`config.mk`:
```
export PLATFORM = sky130hd
export DESIGN_NAME = joy_cursor
export DESIGN_NICKNAME = d
export VERILOG_FILES = /design/src/rtl/joy_cursor.sv
export SDC_FILE = /design/constraint.sdc
export NUM_CORES = 1
export LEC_CHECK = 0
export ABC_CLOCK_PERIOD_IN_PS = 6850
export CAP_MARGIN = 0
export CORE_AREA = 2 2 131 133
export DETAILED_ROUTE_END_ITERATION = 8
export DIE_AREA = 0 0 133 135
export PLACE_DENSITY = 0.73
export SYNTH_ARGS = -nofsm -noshare
export SYNTH_HDL_FRONTEND = slang
export SYNTH_SLANG_ARGS = --single-unit
```
`constraint.sdc`:
```
create_clock -name clk -period 6.85 [get_ports clk]
set_input_delay 1.0275 -clock clk [delete_from_list [all_inputs] [get_ports clk]]
set_output_delay 1.0275 -clock clk [all_outputs]
set_load 0.005 [all_outputs]
```
`src/rtl/joy_cursor.sv`:
```
// joy_cursor: debounced buttons to bounded X/Y cursor with auto-repeat
// and a frame-coherent position copy latched on frame_tick.
module joy_cursor #(
  parameter int X_WIDTH         = 10,
  parameter int Y_WIDTH         = 10,
  parameter int X_MIN           = 0,
  parameter int X_MAX           = 639,
  parameter int Y_MIN           = 0,
  parameter int Y_MAX           = 479,
  parameter int X_INIT          = 320,
  parameter int Y_INIT          = 240,
  parameter int STEP            = 1,
  parameter int DEBOUNCE_CYCLES = 250000,
  parameter int REPEAT_DELAY    = 5000000,
  parameter int REPEAT_RATE     = 1250000,
  parameter int WRAP            = 0,
  parameter int DIAGONAL        = 0
) (
  input  logic               clk,
  input  logic               reset,
  input  logic               left,
  input  logic               right,
  input  logic               up,
  input  logic               down,
  input  logic               frame_tick,
  output logic [X_WIDTH-1:0] joy_x,
  output logic [Y_WIDTH-1:0] joy_y,
  output logic [X_WIDTH-1:0] player_x,
  output logic [Y_WIDTH-1:0] player_y,
  output logic               moved,
  output logic [3:0]         btn
);

  localparam int DW = (DEBOUNCE_CYCLES > 1) ? $clog2(DEBOUNCE_CYCLES) : 1;
  localparam int RMAX = (REPEAT_DELAY > REPEAT_RATE) ? REPEAT_DELAY : REPEAT_RATE;
  localparam int TW = (RMAX > 1) ? $clog2(RMAX) : 1;
  localparam logic [DW-1:0] DB_LAST = DW'(DEBOUNCE_CYCLES - 1);
  localparam logic [TW-1:0] T_DELAY = TW'(REPEAT_DELAY - 1);
  localparam logic [TW-1:0] T_RATE  = TW'(REPEAT_RATE - 1);

  localparam logic [X_WIDTH:0] XMN = (X_WIDTH+1)'(X_MIN);
  localparam logic [X_WIDTH:0] XMX = (X_WIDTH+1)'(X_MAX);
  localparam logic [X_WIDTH:0] XST = (X_WIDTH+1)'(STEP);
  localparam logic [Y_WIDTH:0] YMN = (Y_WIDTH+1)'(Y_MIN);
  localparam logic [Y_WIDTH:0] YMX = (Y_WIDTH+1)'(Y_MAX);
  localparam logic [Y_WIDTH:0] YST = (Y_WIDTH+1)'(STEP);

  typedef enum logic [1:0] {IDLE, DELAY, REPEAT} state_t;

  logic [3:0]    raw, s1, s2;
  logic [DW-1:0] cnt [4];
  logic [3:0]    dir, dir_q;
  logic          xl, xr, yu, yd;
  state_t        state, state_n;
  logic [TW-1:0] timer, timer_n;
  logic          step, chg;
  logic [X_WIDTH:0] px, nx;
  logic [Y_WIDTH:0] py, ny;

  assign raw = {left, right, up, down};

  always_ff @(posedge clk) begin
    if (reset) begin
      s1  <= '0;
      s2  <= '0;
      btn <= '0;
      for (int i = 0; i < 4; i++) cnt[i] <= '0;
    end else begin
      s1 <= raw;
      s2 <= s1;
      for (int i = 0; i < 4; i++) begin
        if (s2[i] == btn[i]) begin
          cnt[i] <= '0;
        end else if (cnt[i] == DB_LAST) begin
          btn[i] <= ~btn[i];
          cnt[i] <= '0;
        end else begin
          cnt[i] <= cnt[i] + 1'b1;
        end
      end
    end
  end

  // opposing buttons cancel before priority is applied
  assign xl = btn[3] & ~btn[2];
  assign xr = btn[2] & ~btn[3];
  assign yu = btn[1] & ~btn[0];
  assign yd = btn[0] & ~btn[1];

  always_comb begin
    dir = '0;
    if (DIAGONAL != 0) dir = {xl, xr, yu, yd};
    else if (xl)       dir = 4'b1000;
    else if (xr)       dir = 4'b0100;
    else if (yu)       dir = 4'b0010;
    else if (yd)       dir = 4'b0001;
  end

  always_comb begin
    state_n = state;
    timer_n = timer;
    step    = 1'b0;
    if (dir == '0) begin
      state_n = IDLE;
      timer_n = '0;
    end else begin
      unique case (state)
        IDLE: begin
          step    = 1'b1;
          state_n = DELAY;
          timer_n = T_DELAY;
        end
        DELAY, REPEAT: begin
          if (dir != dir_q) begin
            step    = 1'b1;
            state_n = DELAY;
            timer_n = T_DELAY;
          end else if (timer == '0) begin
            step    = 1'b1;
            state_n = REPEAT;
            timer_n = T_RATE;
          end else begin
            timer_n = timer - 1'b1;
          end
        end
        default: state_n = IDLE;
      endcase
    end
  end

  assign px = {1'b0, joy_x};
  assign py = {1'b0, joy_y};

  // bound tests are rearranged so nothing underflows at W+1 bits
  always_comb begin
    nx = px;
    if (step && dir[3]) begin
      if (px < XMN + XST)
        nx = (WRAP != 0) ? px + XMX + 1'b1 - XMN - XST : XMN;
      else
        nx = px - XST;
    end else if (step && dir[2]) begin
      if (px + XST > XMX)
        nx = (WRAP != 0) ? px + XST - XMX - 1'b1 + XMN : XMX;
      else
        nx = px + XST;
    end
  end

  always_comb begin
    ny = py;
    if (step && dir[1]) begin
      if (py < YMN + YST)
        ny = (WRAP != 0) ? py + YMX + 1'b1 - YMN - YST : YMN;
      else
        ny = py - YST;
    end else if (step && dir[0]) begin
      if (py + YST > YMX)
        ny = (WRAP != 0) ? py + YST - YMX - 1'b1 + YMN : YMX;
      else
        ny = py + YST;
    end
  end

  always_ff @(posedge clk) begin
    if (reset) begin
      state    <= IDLE;
      timer    <= '0;
      dir_q    <= '0;
      joy_x    <= X_WIDTH'(X_INIT);
      joy_y    <= Y_WIDTH'(Y_INIT);
      player_x <= X_WIDTH'(X_INIT);
      player_y <= Y_WIDTH'(Y_INIT);
      chg      <= 1'b0;
      moved    <= 1'b0;
    end else begin
      state <= state_n;
      timer <= timer_n;
      dir_q <= dir;
      joy_x <= nx[X_WIDTH-1:0];
      joy_y <= ny[Y_WIDTH-1:0];
      chg   <= (nx != px) || (ny != py);
      moved <= chg;
      if (frame_tick) begin
        player_x <= joy_x;
        player_y <= joy_y;
      end
    end
  end

endmodule

```
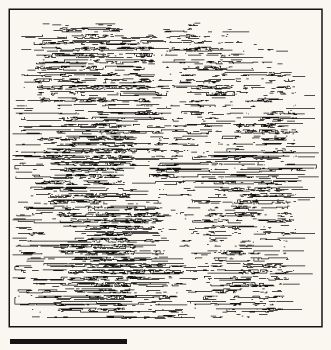
*The metal 1 layer, run 1*
Scale bar: 50 um.
The layer carries 10200 um of wire. 1062 nets have wire on it. The wires run mostly horizontal. The layer holds 48% of the routed length. The longest straight run is 50.1 um.

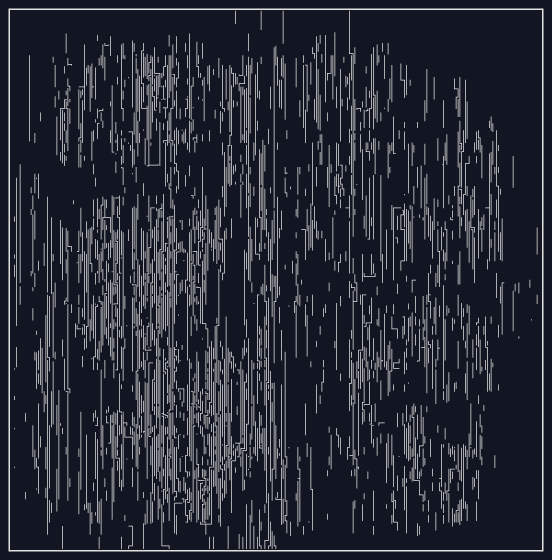
*The metal 2 layer, run 1*
892 nets have wire on it. The layer carries 9200 um of wire.

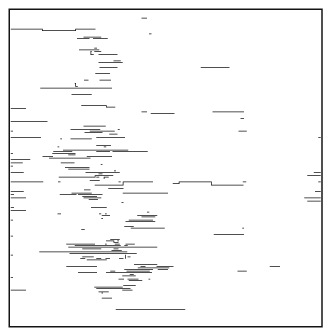
*The metal 3 layer, run 1*
117 nets have wire on it. The layer carries 1170 um of wire.

-- run 1: kinds of logic (layout without fill, tap and decap cells) --
family,Yosys count,after routing,synth area share
XOR/XNOR,80,80,0.07873
adder cells (fa/ha/maj),15,15,0.02109
other,1,72,0.0004214
buffers and inverters,85,120,0.04077
AND/OR/NAND/NOR,470,470,0.2609
AND-OR/OR-AND,181,181,0.1392
flip-flops,155,155,0.4296
multiplexers,26,26,0.02924
-- run 1: through the flow --
stage / worst slack [ns] / hold WS [ns] / utilization
3_5_place_dp: 3.337 / 0.4272 / 0.5935
2_1_floorplan: 3.721 / 0.4138 / -
3_3_place_gp: 3.422 / 0.4236 / 0.5935
6_report: 3.283 / 0.4413 / 0.6288
4_1_cts: 3.311 / 0.4469 / 0.6288
5_1_grt: 3.004 / 0.4603 / 0.6288
-- run 1: worst max-delay path by stage --
stage	start	endpoint	cells past startpoint
finish	btn[2]	chg	11
floorplan	btn[3]	chg	13
global route	btn[2]	chg	11
global placement	btn[2]	chg	10
CTS	btn[2]	chg	11
detailed placement	btn[2]	chg	11
-- run 1: state kept, by name (all words and copies together) (netlist names) --
| signal | flops |
|---|---|
| player_y | 10 |
| btn | 4 |
| joy_x | 10 |
| state | 2 |
| joy_y | 10 |
| cnt | 72 |
| dir_q | 4 |
| chg | 1 |
| timer | 23 |
| s1 | 4 |
| s2 | 4 |
| moved | 1 |
| player_x | 10 |
-- run 1: metal layers --
metal,up-vias,global-route usage
met3,46,0.04617
met5,-,0
met1,3533,0.3399
met4,0,0.09618
met2,283,0.3690
li1,3763,-
==> job_summary.md, run 1 <==
## Implementation flow summary

| Metric | Value |
|---|---|
| Status | `finished clean` |
| R2R Path End | `chg` |
| Crit-path cells | `inv_1 -> ha_1 -> or4b_4 -> xor2_1 -> nand3_1 -> o21ai_2 -> nor2_4 -> a41o_1 -> a221o_1 -> a221oi_1 -> a31oi_1` |
| Worst setup SP type | `register` |
| 1st-iter DRT viols | `825` |
| Register area | `3824 um2` |
| Top cells by count, synth | `nor2_1 (179), dfxtp_1 (83), edfxtp_1 (72), nand2_1 (70)` |
| Count of library flops with an enable pin | `72` |
| Hold Crit Class | `register to register` |
| Routability congestion estimate | `approximately 0.96` |
| Worst-Margin Slew | `slightly below 1 ns` |
| Commonest flop | `dfxtp_1` |
| Logic share of the area | `0.4827` |
| Mapped Cells | `approximately 1000` |
| Combinational power | `53.8 uW` |
| Init Core Util | `0.5424` |
| Async SR Flop Fraction | `0` |
| Seq cells | `about 160` |
| Max Cap Viol | `0` |
| Setup violations, final | `0` |
| Post-Route WL | `21.12 mm` |
| Largest net degree at the start of global routing | `47` |
| Max Used Layer | `met4` |
| Yosys synthesis chip area | `8900 um2` |
| Area of the mapped netlist | `slightly below 9000 um2` |
| DP Area | `9738 um2` |
| Detailed placement HPWL | `14.44 mm` |
| Synthesis-to-finish area growth | `15.91%` |
| Wire length on met3 | `1.172 mm` |
| Crit. End Element | `register` |
| Inverters | `33` |
## Run 2: what changed since run 1
ABC_CLOCK_PERIOD_IN_PS = 3000   (was 6850)
PLACE_DENSITY = 0.76   (was 0.73)
clock period = 3 ns   (was 6.85 ns; I/O delays follow)
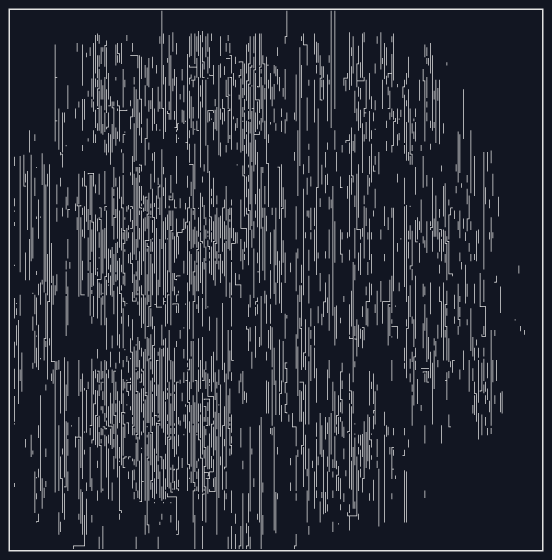
*The metal 2 layer, run 2*
The longest straight run is 34.3 um. 963 nets have wire on it. The layer holds 46% of the routed length.

==> job_summary.md, run 2 <==
## Implementation flow summary

| Metric | Value |
|---|---|
| Status | `finished, violations left (was finished clean)` |
| DIE WIDTH | `133 um (unchanged)` |
| Largest net degree at the start of global routing | `38 (was 47)` |
| Routing usage on met3 | `0.04805 (was 0.04617)` |
| Post-Place Setup Slack | `0.02246 ns (was 3.337 ns)` |
| Max Used Layer | `met4 (unchanged)` |
| Grt met1 use | `0.3185 (was 0.3399)` |
| Commonest flop | `dfxtp_1 (unchanged)` |
| DRC violations left | `0 (unchanged)` |
| Failing checks | `negative setup slack` |
| Setup violations, final | `1 (was 0)` |
| Worst-Margin Slew | `0.5984 ns (was 0.9749 ns)` |
| Worst setup SP type | `register (unchanged)` |
| Worst rel slew slack | `0.6011 (was 0.3415)` |
| Final WS setup | `-0.02612 ns (was 3.283 ns)` |
| Crit-path cells | `inv_1 -> ha_1 -> or4b_4 -> xor2_2 -> nand3_1 -> o21a_4 -> nand2_1 -> nand2_1 -> a221o_1 -> a221oi_1 -> a31oi_1 (was inv_1 -> ha_1 -> or4b_4 -> xor2_1 -> nand3_1 -> o21ai_2 -> nor2_4 -> a41o_1 -> a221o_1 -> a221oi_1 -> a31oi_1)` |
| Wire length on met3 | `1.228 mm (was 1.172 mm)` |
| Global Route met2 Usage | `0.3834 (was 0.3690)` |
| Crit. End Element | `register (unchanged)` |
| Largest register FFs | `72 (unchanged)` |
| Async SR Flop Fraction | `0 (unchanged)` |
| Synthesis-to-finish area growth | `19.78% (was 15.91%)` |
| Yosys synthesis chip area | `8900 um2 (unchanged)` |
| Biggest regs | `cnt (72), timer (23) (unchanged)` |
| RSZ-0062 raised after global routing | `yes (was no)` |
| Layout Utilization | `0.6497 (was 0.6288)` |
| Area of the mapped netlist | `8900 um2 (unchanged)` |
| Hold Crit Class | `input pin to register (was register to register)` |
| Top cells by count, synth | `nor2_1 (179), dfxtp_1 (83), edfxtp_1 (72), nand2_1 (70) (unchanged)` |
| Max Cap Viol | `0 (unchanged)` |
| Count of library flops with an enable pin | `72 (unchanged)` |
| Mapped Cells | `1013 (unchanged)` |
| Detailed placement HPWL | `14.77 mm (was 14.44 mm)` |
| Init Core Util | `0.5424 (unchanged)` |
| Routability congestion estimate | `0.9586 (was 0.9552)` |
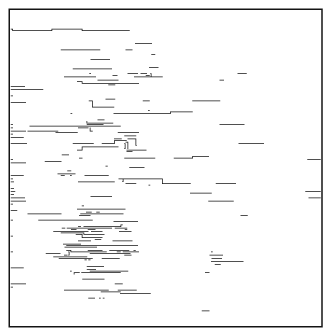
*The metal 3 layer, run 2*
The wires run mostly horizontal. The layer carries 1230 um of wire.

==> run 2: timing repair <==
action                     CTS  global route
hold endpoints to repair     0             0
setup endpoints to repair    0             1
hold buffers                 0             0
gates resized                0             2
==> run 2: stage by stage <==
step | power, uW | area (um2) | instances | hold slack, ns | setup TNS (ns)
after global placement | 2465 | 10130 | 1359 | 0.4237 | 0
after detailed placement | 2469 | 10130 | 1359 | 0.4319 | 0
final | 4343 | 10660 | 1391 | 0.4219 | -0.02612
after CTS | 4371 | 10650 | 1391 | 0.4092 | 0
after global routing | 4480 | 10660 | 1391 | 0.4400 | -0.09458
after floorplan | 2431 | 9168 | 1084 | 0.4138 | -0.09130
==> run 2: path summary, 6_finish.rpt <==
check                            start  endpoint  slack [ns]  cells after the start
worst max-delay path            btn[2]       chg       -0.03                     11
worst min-delay path             reset     s1[2]        0.42                      2
worst max register to register  btn[2]       chg       -0.03                     11
worst min register to register   s1[3]     s2[3]        0.45                      1
==> run 2: layout make-up <==
cell class	count	area, um2	area share
timing repair buffer	107	925.9	0.08685
inverter	33	123.9	0.01162
tap	220	275.3	0.02582
sequential	155	3825	0.3588
clock inverter	12	75.07	0.007042
clock buffer	20	446.7	0.04190
multi-input combinational	844	4989	0.4680
==> run 2: report_power, final <==
part           total [uW]  internal, uW  switching, uW
clock network        1920          1070            848
registers            2300          2260           46.8
logic                 122          49.5           72.8
total                4340          3380            967
==> run 2: logic make-up after synthesis <==
logic type,share of synthesized area
other cells,0.0004214
compound gates,0.1392
fa+ha+maj,0.02109
flops,0.4296
simple gates,0.2609
mux,0.02924
xor+xnor,0.07873
buf+inv,0.04077
Power is estimated from default activity; no workload was simulated.
